## config.mk

```make
export PLATFORM = sky130hd
export DESIGN_NAME = dds_cfg_bridge
export DESIGN_NICKNAME = d
export VERILOG_FILES = /design/src/rtl/dds_pkg.sv /design/src/rtl/dds_cfg_bridge.sv
export SDC_FILE = /design/constraint.sdc
export NUM_CORES = 1
export LEC_CHECK = 0
export CAP_MARGIN = 10
export CORE_MARGIN = 1.5
export CORE_UTILIZATION = 28
export CTS_BUF_LIST = sky130_fd_sc_hd__clkbuf_4
export CTS_CLUSTER_SIZE = 20
export DETAILED_ROUTE_END_ITERATION = 6
export GPL_ROUTABILITY_DRIVEN = 0
export PLACE_DENSITY_LB_ADDON = 0.3
export RECOVER_POWER = 25
export SYNTH_ARGS = -nofsm -noshare
export SYNTH_HDL_FRONTEND = slang
export SYNTH_SLANG_ARGS = --single-unit
```

## constraint.sdc

```tcl
create_clock -name clk -period 3.1 [get_ports clk]
set_input_delay 0.62 -clock clk [delete_from_list [all_inputs] [get_ports clk]]
set_output_delay 0.62 -clock clk [all_outputs]
set_load 0.02 [all_outputs]
```

## src/rtl/dds_pkg.sv

```systemverilog
// Shared definitions for the DDS configuration path: word widths, the
// config word layout and the tdata packing used by every DDS-side block.
package dds_pkg;

    localparam int DDS_PINC_W  = 16;
    localparam int DDS_POFF_W  = 16;
    localparam int DDS_TDATA_W = 32;

    typedef struct packed {
        logic [DDS_POFF_W-1:0] poff;
        logic [DDS_PINC_W-1:0] pinc;
    } cfg_word_t;

    // Layout is {zero pad, poff, pinc}; pinc sits in the low bits.
    function automatic logic [DDS_TDATA_W-1:0] pack_cfg(input cfg_word_t w);
        return DDS_TDATA_W'({w.poff, w.pinc});
    endfunction

endpackage

```

## src/rtl/dds_cfg_bridge.sv

```systemverilog
// Captures strobed pinc/poff updates and presents them to the DDS config
// channel as AXI-Stream beats through a two-slot buffer (latest-wins on stall).
module dds_cfg_bridge
    import dds_pkg::*;
#(
    parameter int PINC_W    = DDS_PINC_W,
    parameter int POFF_W    = DDS_POFF_W,
    parameter int TDATA_W   = DDS_TDATA_W,
    parameter int OVR_CNT_W = 16
) (
    input  logic                 clk,
    input  logic                 rst,
    input  logic                 i_cfg_valid,
    input  logic [PINC_W-1:0]    i_pinc,
    input  logic [POFF_W-1:0]    i_poff,
    input  logic                 i_flush,
    output logic [TDATA_W-1:0]   m_axis_config_tdata,
    output logic                 m_axis_config_tvalid,
    input  logic                 m_axis_config_tready,
    output logic                 o_cfg_done,
    output logic                 o_overrun,
    output logic [OVR_CNT_W-1:0] o_overrun_cnt,
    output logic                 o_busy
);

    generate
        if (TDATA_W < PINC_W + POFF_W) begin : g_width_check
            $error("dds_cfg_bridge: TDATA_W must be >= PINC_W + POFF_W");
        end
    endgenerate

    logic [TDATA_W-1:0] out_data;
    logic               out_valid;
    logic [TDATA_W-1:0] pend_data;
    logic               pend_valid;
    logic [TDATA_W-1:0] new_word;
    logic               fire;

    // Zero-extending cast pads the upper bits whatever the spare width is.
    assign new_word = TDATA_W'({i_poff, i_pinc});
    assign fire     = out_valid & m_axis_config_tready;

    // NOTE: all state below uses non-blocking assignments so every register
    // samples the pre-edge values of its neighbours, as the hardware does.
    always_ff @(posedge clk or posedge rst) begin
        if (rst) begin
            out_data      <= '0;
            out_valid     <= 1'b0;
            pend_data     <= '0;
            pend_valid    <= 1'b0;
            o_cfg_done    <= 1'b0;
            o_overrun     <= 1'b0;
            o_overrun_cnt <= '0;
        end else begin
            o_cfg_done <= fire;
            o_overrun  <= 1'b0;
            if (i_flush) begin
                pend_valid <= 1'b0;
                pend_data  <= '0;
                out_valid  <= i_cfg_valid;
                if (i_cfg_valid) out_data <= new_word;
            end else if (!out_valid) begin
                if (i_cfg_valid) begin
                    out_data  <= new_word;
                    out_valid <= 1'b1;
                end
            end else if (fire) begin
                if (pend_valid) begin
                    out_data <= pend_data;
                    if (i_cfg_valid) pend_data  <= new_word;
                    else             pend_valid <= 1'b0;
                end else if (i_cfg_valid) begin
                    out_data <= new_word;
                end else begin
                    out_valid <= 1'b0;
                end
            end else if (i_cfg_valid) begin
                // Stalled: the newest word replaces whatever was pending.
                pend_data  <= new_word;
                pend_valid <= 1'b1;
                if (pend_valid) begin
                    o_overrun <= 1'b1;
                    if (o_overrun_cnt != '1) o_overrun_cnt <= o_overrun_cnt + OVR_CNT_W'(1);
                end
            end
        end
    end

    assign m_axis_config_tdata  = out_data;
    assign m_axis_config_tvalid = out_valid;
    assign o_busy               = out_valid | pend_valid;

endmodule

```

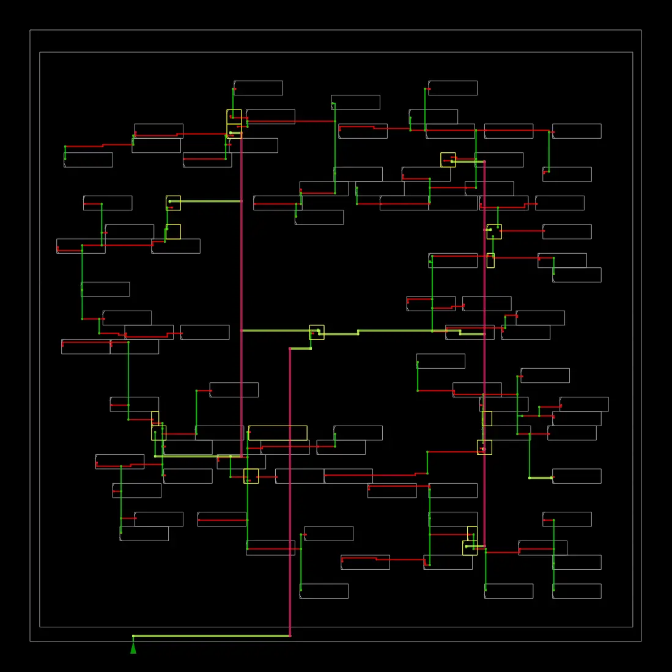
(run_1/clock_nets.png)
worst clock skew: 17.00 ps
flop count: 84

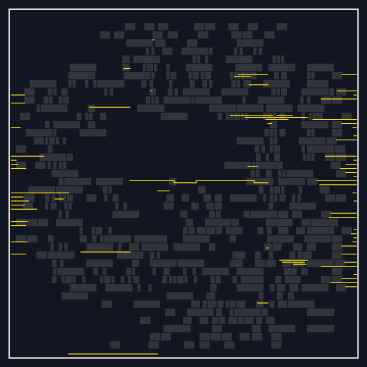
(run_1/m3.png)
(3 px per micron) Cells faint in the background.
nets with wire on the layer = 62
share of all routed wire = 5.3%
main direction = horizontal
via count: 2918
grt met3 use: 0.03190
total length of routed wires: 8913 microns

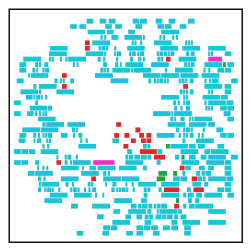
(run_1/sizing.png)
(2 px per micron)
green -> x2  # cells 7, share 1.5%, most used clkinv_2
cyan -> x1 and smaller  # cells 424, share 93%, most used clkdlybuf4s50_1
magenta -> x6 and larger  # cells 2, share 0.44%
red -> x3 and x4  # cells 25, share 5.5%, most used clkbuf_4

run 1: logic make-up after synthesis:
family	Yosys count	share of synthesized area
fa+ha+maj	1	0.003517
flops	84	0.5909
buf+inv	22	0.02743
compound gates	70	0.1115
mux	1	0.004220
xor+xnor	14	0.03447
simple gates	173	0.2279
run 1: power by group:
part / internal (mW) / leakage (nW) / switching, mW / total, mW
Clock: 0.247 / 0.0712 / 0.378 / 0.626
Combinational: 0.216 / 0.850 / 0.242 / 0.458
Sequential: 1.18 / 1.07 / 0.0565 / 1.23
Total: 1.64 / 1.99 / 0.677 / 2.32
run 1: metal layers:
layer,GRT usage,routed length (microns),vias up
li1,-,-,1423
met1,0.1921,4283,1396
met2,0.2170,3950,86
met3,0.03190,474,13
met4,0.07154,205,0
met5,0,0,-
run 1: stage by stage:
step / hold WS [ps] / area (sq um) / util
final: 501.4 / 4787 / 0.3920
after global routing: 518.8 / 4787 / 0.3920
after CTS: 484.3 / 4785 / 0.3918
after detailed placement: 483.5 / 4654 / 0.3811
after global placement: 482.6 / 4654 / 0.3811
after floorplan: 501.6 / 3557 / -
run 1: worst max-delay path, stage by stage (launching register included):
cell and delay (ps):
dfrtp_1 510, or2_2 340, clkdlybuf4s50_1 560
run 1: worst max-delay path by stage:
stage,startpoint,to,cells past startpoint
global placement,m_axis_config_tready,m_axis_config_tdata[15],5
finish,m_axis_config_tvalid,o_busy,2
floorplan,rst,m_axis_config_tdata[0],1
global route,m_axis_config_tvalid,o_busy,2
detailed placement,m_axis_config_tready,m_axis_config_tdata[15],5
CTS,m_axis_config_tvalid,o_busy,2
run 1: cell usage in the layout (no fill, tap or decap), types with 2 or more instances in the layout:
| cell | count |
|---|---|
| nand4_1 | 7 |
| and2_1 | 3 |
| xnor2_1 | 13 |
| nand3_1 | 8 |
| nand2_1 | 66 |
| clkdlybuf4s50_1 | 86 |
| clkbuf_4 | 10 |
| and4_1 | 5 |
| o22ai_1 | 32 |
| dfrtp_1 | 84 |
| and3_1 | 7 |
| clkinv_2 | 2 |
| dlygate4sd3_1 | 2 |
| nor2_1 | 64 |
| a21oi_1 | 35 |
| nand2b_1 | 3 |
| clkinv_1 | 2 |
| buf_4 | 9 |
run 1: sequential cells by signal (all words and copies together), names as in the netlist:
register and cells:
m_axis_config_tdata 32, m_axis_config_tvalid 1, o_cfg_done 1, o_overrun 1, o_overrun_cnt 16, pend_data 32, pend_valid 1
run 1: final cells by class:
| type | count | area (sq um) |
|---|---|---|
| antenna | 1 | 2.502 |
| clock buffer | 10 | 75.07 |
| tap | 168 | 210.2 |
| fill | 1293 | 7425 |
| sequential | 84 | 2102 |
| timing repair buffer | 98 | 968.4 |
| clock inverter | 6 | 55.05 |
| inverter | 1 | 5.005 |
| multi-input combinational | 259 | 1369 |
==> results.txt, run 1 <==
yosys + openroad results -> # nets final 491, Synth-to-Final Area Change 34.58%, final hold violations 0, Slew @ Worst Pin 1371 ps, CTS tree built, Min-Delay Path Depth 1, Final Cycle Share 0.7978, layout cell share with drive strength beyond 1 0.07424, # rows 40, Routed WL per cell 14.22 microns, setup TNS 0 ps, worst r2r src m_axis_config_tvalid, I/O pin count 89, Design Power 2.316 mW, largest net degree at the start of global routing 56, Post-Syn Nets 403, fp util 0.2913, maximum fanout along the worst path 8, OpenROAD warnings 26, chip area in the Yosys report 3557 sq um, Worst slew margin 0.08065, number of enable flip-flop cells 0, first-pass GRT wire length 14420 microns, Num CTS Buffers 9, Power Density 483.7 nW/um^2, core area 12210 sq um, fin worst setup slack 626.9 ps, top-count cell post-synth dfrtp_1, Commonest flop dfrtp_1, Synth flops 84, htree depth 3, Synth async-reset ratio 1.000, Hold Path Sink o_overrun_cnt[11], Clock Pin Slew Worst Setup and Hold Paths 130 ps, HP Class reg2reg, Ys Warns 0, Starting DRT DRC Count 212, post_cts resized 0, Setup crit end kind primary output, R2R depth 4, GRT Overall Usage 0.1426, Mapped Cells 365, Reg-to-Reg End m_axis_config_tdata[15], MaxCap Viol Count 0, Post-synth top cells dfrtp_1 (84), nand2_1 (66), nor2_1 (64), root buffer selected by CTS clkbuf_4, IO buf count 88, cell type with the largest total area dfrtp_1, RSZ-0062 raised after global routing no, Seq share, synth 0.5909, Hold Buf Count CTS 0, Max Clk Rate 0.4043 GHz, Insertion Delay late pin 450 ps, Max Slew Vio Count 0, Avg Inst Size Synth 9.746 sq um, number of global-route vias before repair 2800, DPL Wire Length 6100 microns, Hold Crit Start o_overrun_cnt[11], Sink Count 84, CP arrival 1850 ps, CP Launch Type register, Worst EP required 2480 ps, placed insts 610, die area 13390 sq um, biggest area cells dfrtp_1 (59%), nand2_1 (7.0%), nor2_1 (6.8%), critical path class reg2out, antenna viol nets, final 0, Cell Area, Synth 3557 sq um, GRT overflow 0, Min Clock Period, post-route 2473 ps, Yosys Instances 365, outcome finished clean, LEAKAGE 1.989 nW, drc violations 0, dpl ws 474.9 ps, routed vias/inst 4.654, distinct lib cells 31, Die Span X 115.7 microns
==> run_1/class_map.png <==
(4 px per micron)
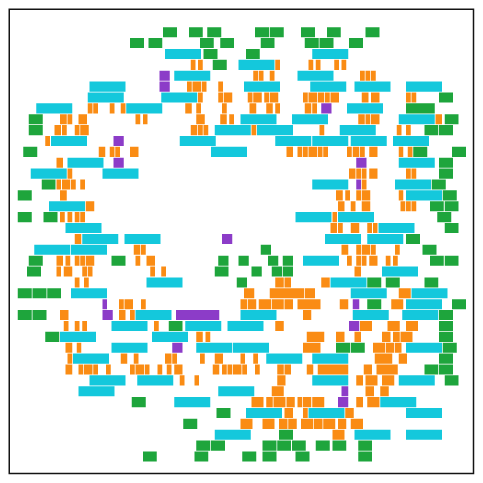

==> run 1 -> run 2 <==
clock period = 2.2 ns   (was 3.1 ns; I/O delays follow)
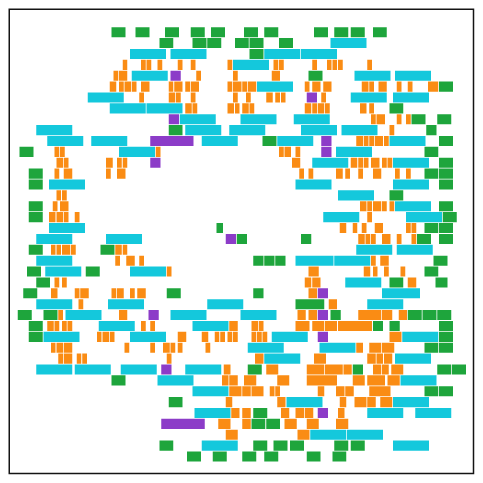
(run_2/class_map.png)
(4 px per micron)
orange -> remaining logic cells  # cells 260, share of their area 30%
cyan -> registers  # cells 84, share of their area 46%
green -> remaining buffers and delay cells  # cells 100, share of their area 21%
purple -> clock drivers and dummy loads  # cells 15, share of their area 3.4%
core area: 12210 sq um
design area: 4833 sq um
final core utilization: 0.3958

==> run 2 against run 1 <==
Net effect:
- sequential share of layout area shrank 0.37 points
- synthesized cell count is the same
- wire length shrank 0.24%
- non-clock buffer count grew 2
- global-route usage shrank 0.34 points
- setup slack lost 410 ps
- clock skew grew 5.8 ps
- critical path type unchanged
- critical endpoint is now o_overrun_cnt[0]
==> results.txt, run 2 <==
yosys + openroad results -> outcome finished clean, Ys Warns 0 (unchanged), Starting DRT DRC Count 151 (-29%), Slowest-stage cell, CP clkdlybuf4s50_1, worst clock skew 22.79 ps (+5.785 ps), OpenROAD warnings 26 (unchanged), most instantiated logic cell after routing clkdlybuf4s50_1, Slew @ Worst Pin 1150 ps (-221.4 ps), critical path class reg2out, Top Layout Cells clkdlybuf4s50_1 (85), dfrtp_1 (82), nand2_1 (66), nor2_1 (64), a21oi_1 (35), Clock Pin Slew Worst Setup and Hold Paths 130 ps (about the same), Worst EP required 1760 ps (-720 ps), met1 GRT Util 0.1822 (-0.009923), number of enable flip-flop cells 0 (unchanged), Synth async-reset ratio 1.000 (unchanged), placed cell area 4684 sq um (+0.65%), Max Clk Rate 0.5054 GHz, biggest area cells dfrtp_1 (59%), nand2_1 (7.0%), nor2_1 (6.8%), Storage cell area 2105 sq um (+0.12%), # nets final 493 (+0.41%), distinct lib cells 31 (unchanged), Setup crit end kind primary output, worst path bufs/invs 1 (unchanged), crit-path leading delay family buffers and inverters, chip area in the Yosys report 3557 sq um (unchanged), DPL Wire Length 5906 microns (-3.2%), Min Clock Period, post-route 1979 ps, top-count cell post-synth dfrtp_1, Synth flops 84 (unchanged), critical path, cell by cell clkdlybuf4s50_1, Cell Area, Synth 3557 sq um (unchanged), root buffer selected by CTS clkbuf_4, GRT overflow 0 (unchanged), grt peak-use layer met2, routed vias/inst 4.631 (-0.50%), total length of routed wires 8892 microns (-0.24%), I/O pin count 89 (unchanged), Die Span X 115.7 microns (unchanged), first-pass GRT wire length 14430 microns (about the same), Yosys Instances 365 (unchanged), layout cell share with drive strength beyond 1 0.08932 (+0.01509), largest net degree at the start of global routing 85 (+52%), IO buf count 88 (unchanged), Synth-to-Final Area Change 35.88%, CP max stage delay 640 ps (+80 ps), MaxCap Viol Count 0 (unchanged), HP Class in2reg, Routed WL per cell 14.16 microns (-0.39%), Final Cycle Share 0.8993, final hold violations 0 (unchanged), RSZ-0062 raised after global routing no, number of global-route vias before repair 2840 (+1.4%), Comb area 1374 sq um (+0.37%), # rows 40 (unchanged), Commonest flop dfrtp_1, LEAKAGE 2.016 nW (+1.4%), Post-synth top cells dfrtp_1 (84), nand2_1 (66), nor2_1 (64), filler cell count 1269 (-1.9%), Power Density 700.7 nW/um^2 (+45%), CP Launch Type register, Post-Syn Nets 403 (unchanged), Avg Inst Size Synth 9.746 sq um (unchanged), grt met3 use 0.03556 (+0.003661), Max Slew Vio Count 0 (unchanged), antenna viol nets, final 0 (unchanged), CTS tree built, Insertion Delay late pin 420 ps (-30 ps), Sink Count 84 (unchanged)
-- run 2: report_power, final --
group / switching [mW] / leakage [nW] / total, mW / internal, mW
combinational: 0.343 / 0.863 / 0.646 / 0.304
sequential: 0.0783 / 1.06 / 1.74 / 1.66
clock: 0.496 / 0.0881 / 1.00 / 0.509
-- run 2: cells by family (layout without fill, tap and decap cells) --
kind of cell	count (synthesis)	in the layout	synth area share
AND-OR/OR-AND	70	70	0.1115
AND/OR/NAND/NOR	173	173	0.2279
buffers and inverters	22	116	0.02743
multiplexers	1	1	0.004220
adder cells (fa/ha/maj)	1	1	0.003517
other	0	1	0
flip-flops	84	84	0.5909
XOR/XNOR	14	14	0.03447
-- run 2: worst register-to-register path: cells and delay by family, from the launching register on --
family / cells / cell delay [ps]
AND-OR/OR-AND: 2 / 940
flip-flops: 1 / 480
AND/OR/NAND/NOR: 2 / 300
-- run 2: metal layers --
metal  share of wire  vias up
li1                -     1424
met1            0.47     1404
met2            0.47       72
met3           0.050        8
met4           0.012        0
met5               0        -
-- run 2: layout make-up --
| type | count | share of cell area |
|---|---|---|
| antenna | 1 | 0.0005177 |
| clock buffer | 13 | 0.02019 |
| clock inverter | 2 | 0.01243 |
| inverter | 1 | 0.001553 |
| multi-input combinational | 259 | 0.2842 |
| sequential | 84 | 0.4354 |
| tap | 168 | 0.04349 |
| timing repair buffer | 100 | 0.2022 |
-- run 2: worst paths after layout --
path                                          end                  from  cells past startpoint  slack, ps
setup / recovery                 o_overrun_cnt[0]      o_overrun_cnt[0]                      1        220
min in group asynchronous           pend_data[20]                   rst                      3        930
hold / removal                      pend_data[20]               i_flush                      3        400
max in group asynchronous    m_axis_config_tvalid                   rst                      3        500
hold reg to reg                 o_overrun_cnt[11]     o_overrun_cnt[11]                      1        500
setup reg to reg           m_axis_config_tdata[7]  m_axis_config_tvalid                      4        420
-- run 2: what timing repair did --
| action | 4_1_cts | 5_1_grt |
|---|---|---|
| hold buffers | 0 | 0 |
| endpoints found under the setup margin | 1 | 0 |
| resized | 3 | 0 |
| endpoints found under the hold margin | 0 | 0 |
-- run 2: per-stage QoR --
| stage | hold slack, ps | TNS, ps | instances | power [mW] |
|---|---|---|---|---|
| after global routing | 356.4 | 0 | 628 | 3.591 |
| after global placement | 483.5 | 0 | 612 | 2.413 |
| after floorplan | 501.6 | 0 | 365 | 2.076 |
| after CTS | 357.9 | 0 | 627 | 3.449 |
| final | 395.3 | 0 | 628 | 3.387 |
| after detailed placement | 482.6 | -112.2 | 612 | 2.428 |
Power figures rest on the tool's default switching activity, not on a simulated workload.
